### Floorplan with the power grid

Pins as bars on the die edge.
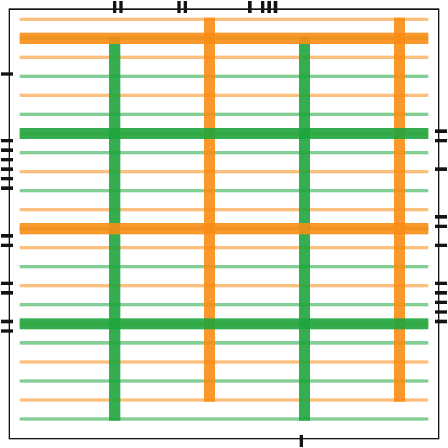
### Placement by cell class

The bar under the picture is 20 um long. Fill, decap, tap and diode cells in gray.
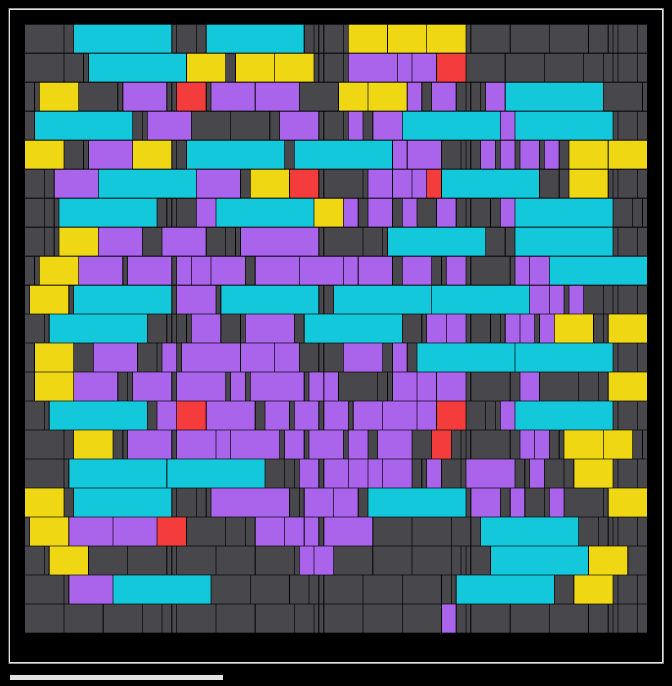
### Logic cells by family

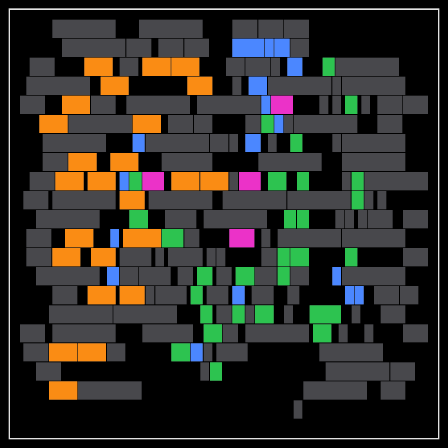
### Sequential cells colored by netlist name

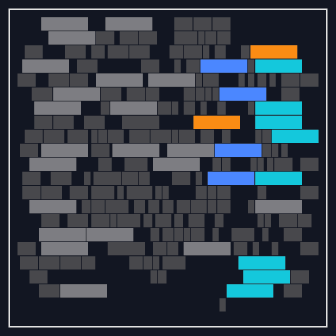
### Clock nets

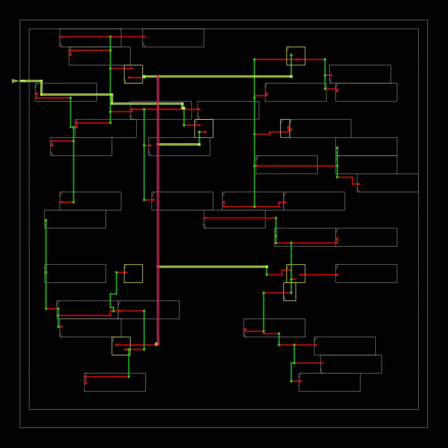
==> config.mk <==
export PLATFORM = sky130hd
export DESIGN_NAME = bcd_subtractor_serial
export DESIGN_NICKNAME = d
export VERILOG_FILES = /design/src/rtl/bcd_subtractor_serial.sv
export SDC_FILE = /design/constraint.sdc
export NUM_CORES = 1
export LEC_CHECK = 0
export CAP_MARGIN = 20
export CORE_UTILIZATION = 51
export DETAILED_ROUTE_END_ITERATION = 10
export PLACE_DENSITY = 0.78
export SYNTH_ARGS = -nofsm -noshare
export SYNTH_HDL_FRONTEND = slang
export SYNTH_SLANG_ARGS = --single-unit
==> constraint.sdc <==
create_clock -name clk -period 3.5 [get_ports clk]
set_input_delay 0.875 -clock clk [delete_from_list [all_inputs] [get_ports clk]]
set_output_delay 0.875 -clock clk [all_outputs]
set_load 0.02 [all_outputs]
==> qor.yml <==
worstSetupEndpointType: "flip-flop"
netlist_instances: 162
path_class: "flip-flop to flip-flop"
route.met2.wl_um: 1750
clock_path_buffers: 2
fill_cells: 283
postSynth.asyncResetShare: 1.00
detail_route.drc_violations: 0
die-area_um2: 3740
tritoncts: "yes"
fp_util: 0.535
setup_tns_ns: 0
path_clk_slew_ns: 0.11
post_cts_buffers: 0
hpwl_um: 2600
grt_max_degree: 36
cts_resized: 0
areaGrowthSynthToFinish_pct: 22.2
rsz0062_at_grt: "no"
overflow: 0
ys_cells: 162
hold_viol: 0
status: "finished, final reports clean"
reg2reg_depth: 9
wl_met1_um: 1440
ys.flops: 35
synthesis.nets: 189
critPathMaxFanout: 16
root_buffer: "clkbuf_4"
tool_warnings: 26
grtUsageTotal: 0.213
ys_area_um2: 1790
met3_length_um: 152
syn_avg_cell_area_um2: 11.0
critPathRequiredTime_ns: 3.74
critPathLaunchType: "flip-flop"
cts_hold_buf: 0
rrSetupSlack_ns: 0.59
postRouteAntennaNets: 0
drt_iter0_markers: 46
cts_sinks: 35
yosysSeqAreaShare: 0.491
netlist-cell-type-count: 38
maxSlewViolCount: 0
arrival_ns: 3.15
top_cell_area_share: 0.491
hold_depth: 2
edf_count: 0
About 'Floorplan with the power grid':
[green] VSS
[orange] VDD
met1 rails: 22
signal pins: 33
width of the die: 61.2 um

About 'Placement by cell class':
[red] clock drivers and dummy loads | cells: 8
[yellow] remaining buffers and delay cells | cells: 34
[purple] remaining logic cells | cells: 120
[cyan] registers | cells: 35
flop share of the area: 0.401
total core area: 3340 um^2
Core Rows: 21
final instance area: 2180 um^2
fin util: 0.654

About 'Logic cells by family':
[magenta] non-inverting ao/oa cells | cells: 4 | where: center
[green] aoi and oai cells | cells: 28
[blue] nor cells | cells: 17
[orange] mux cells | cells: 24
Comb area share: 0.381
post-route insts no fill: 243
dominant logic cell type in the layout: dfrtp_1

About 'Sequential cells colored by netlist name':
[blue] work_q | flops: 4
[cyan] diff | flops: 8
[orange] state_q | flops: 2
not colored: 21
FF+latch area: 876 um^2

About 'Clock nets':
num sequential: 35
number of clock buffers in the layout: 6
clk ins delay skew pair: 0.35 ns
Final Skew: 0.0110 ns

-- worst max-delay path, cell delays in order (launching register included) --
cell and delay (ns):
dfrtp_1 0.40, buf_4 0.21, mux2i_1 0.15, fa_1 0.44, fa_1 0.44, nand2b_4 0.18
and3_1 0.19, nor3_1 0.35, a21oi_1 0.14, o2bb2a_1 0.30
-- synthesized netlist by cell type (2+ instances only) --
cell type	number
a211oi_1	2
a21oi_1	4
and3_1	3
buf_2	2
buf_4	3
dfrtp_1	35
fa_1	2
ha_1	5
inv_1	8
mux2_2	19
mux2i_1	4
nand2_1	20
nand2b_1	2
nor2_1	8
nor2b_1	3
nor3_1	4
o21ai_0	12
o31ai_1	5
xor2_1	2
-- cell families (layout without fill, tap and decap cells) --
logic type / Yosys count / in the layout / synth area share
AOI/OAI and AO/OA: 32 / 32 / 0.117
and+or+nand+nor: 45 / 45 / 0.124
xor gates and xnor gates: 3 / 3 / 0.0147
muxes: 24 / 24 / 0.151
buffers and inverters: 15 / 50 / 0.0434
DFF: 35 / 35 / 0.491
other: 1 / 1 / 0.00210
adders and majority gates: 7 / 7 / 0.0575
-- placed cells by master, fill, tap and decap left out, types with 3 or more instances in the layout --
| cell | synthesis | routed |
|---|---|---|
| dfrtp_1 | 35 | 35 |
| clkdlybuf4s50_1 | 0 | 31 |
| nand2_1 | 20 | 20 |
| mux2_2 | 19 | 19 |
| o21ai_0 | 12 | 12 |
| inv_1 | 8 | 8 |
| nor2_1 | 8 | 8 |
| o31ai_1 | 5 | 5 |
| ha_1 | 5 | 5 |
| clkbuf_4 | 0 | 5 |
| mux2i_1 | 4 | 4 |
| a21oi_1 | 4 | 4 |
| nor3_1 | 4 | 4 |
| nor2b_1 | 3 | 3 |
| and3_1 | 3 | 3 |
| buf_4 | 3 | 3 |
-- final cells by class --
class,instances,area share
clock inverter,2,0.00573
sequential,35,0.401
timing repair buffer,34,0.153
inverter,8,0.0138
multi-input combinational,112,0.381
clock buffer,6,0.0189
tap,46,0.0264
-- metrics by stage --
step	utilization	worst slack, ns	cell area [um^2]
3_5_place_dp	0.638	0.629	2130
3_3_place_gp	0.638	0.732	2130
5_1_grt	0.654	0.446	2180
6_report	0.654	0.590	2180
4_1_cts	0.654	0.607	2180
2_1_floorplan	-	0.481	1790
-- routing by layer --
layer  track usage  vias to the layer above
li1              -                      624
met1         0.231                      626
met2         0.382                       39
met3        0.0651                        8
met4        0.0942                        0
met5             0                        -
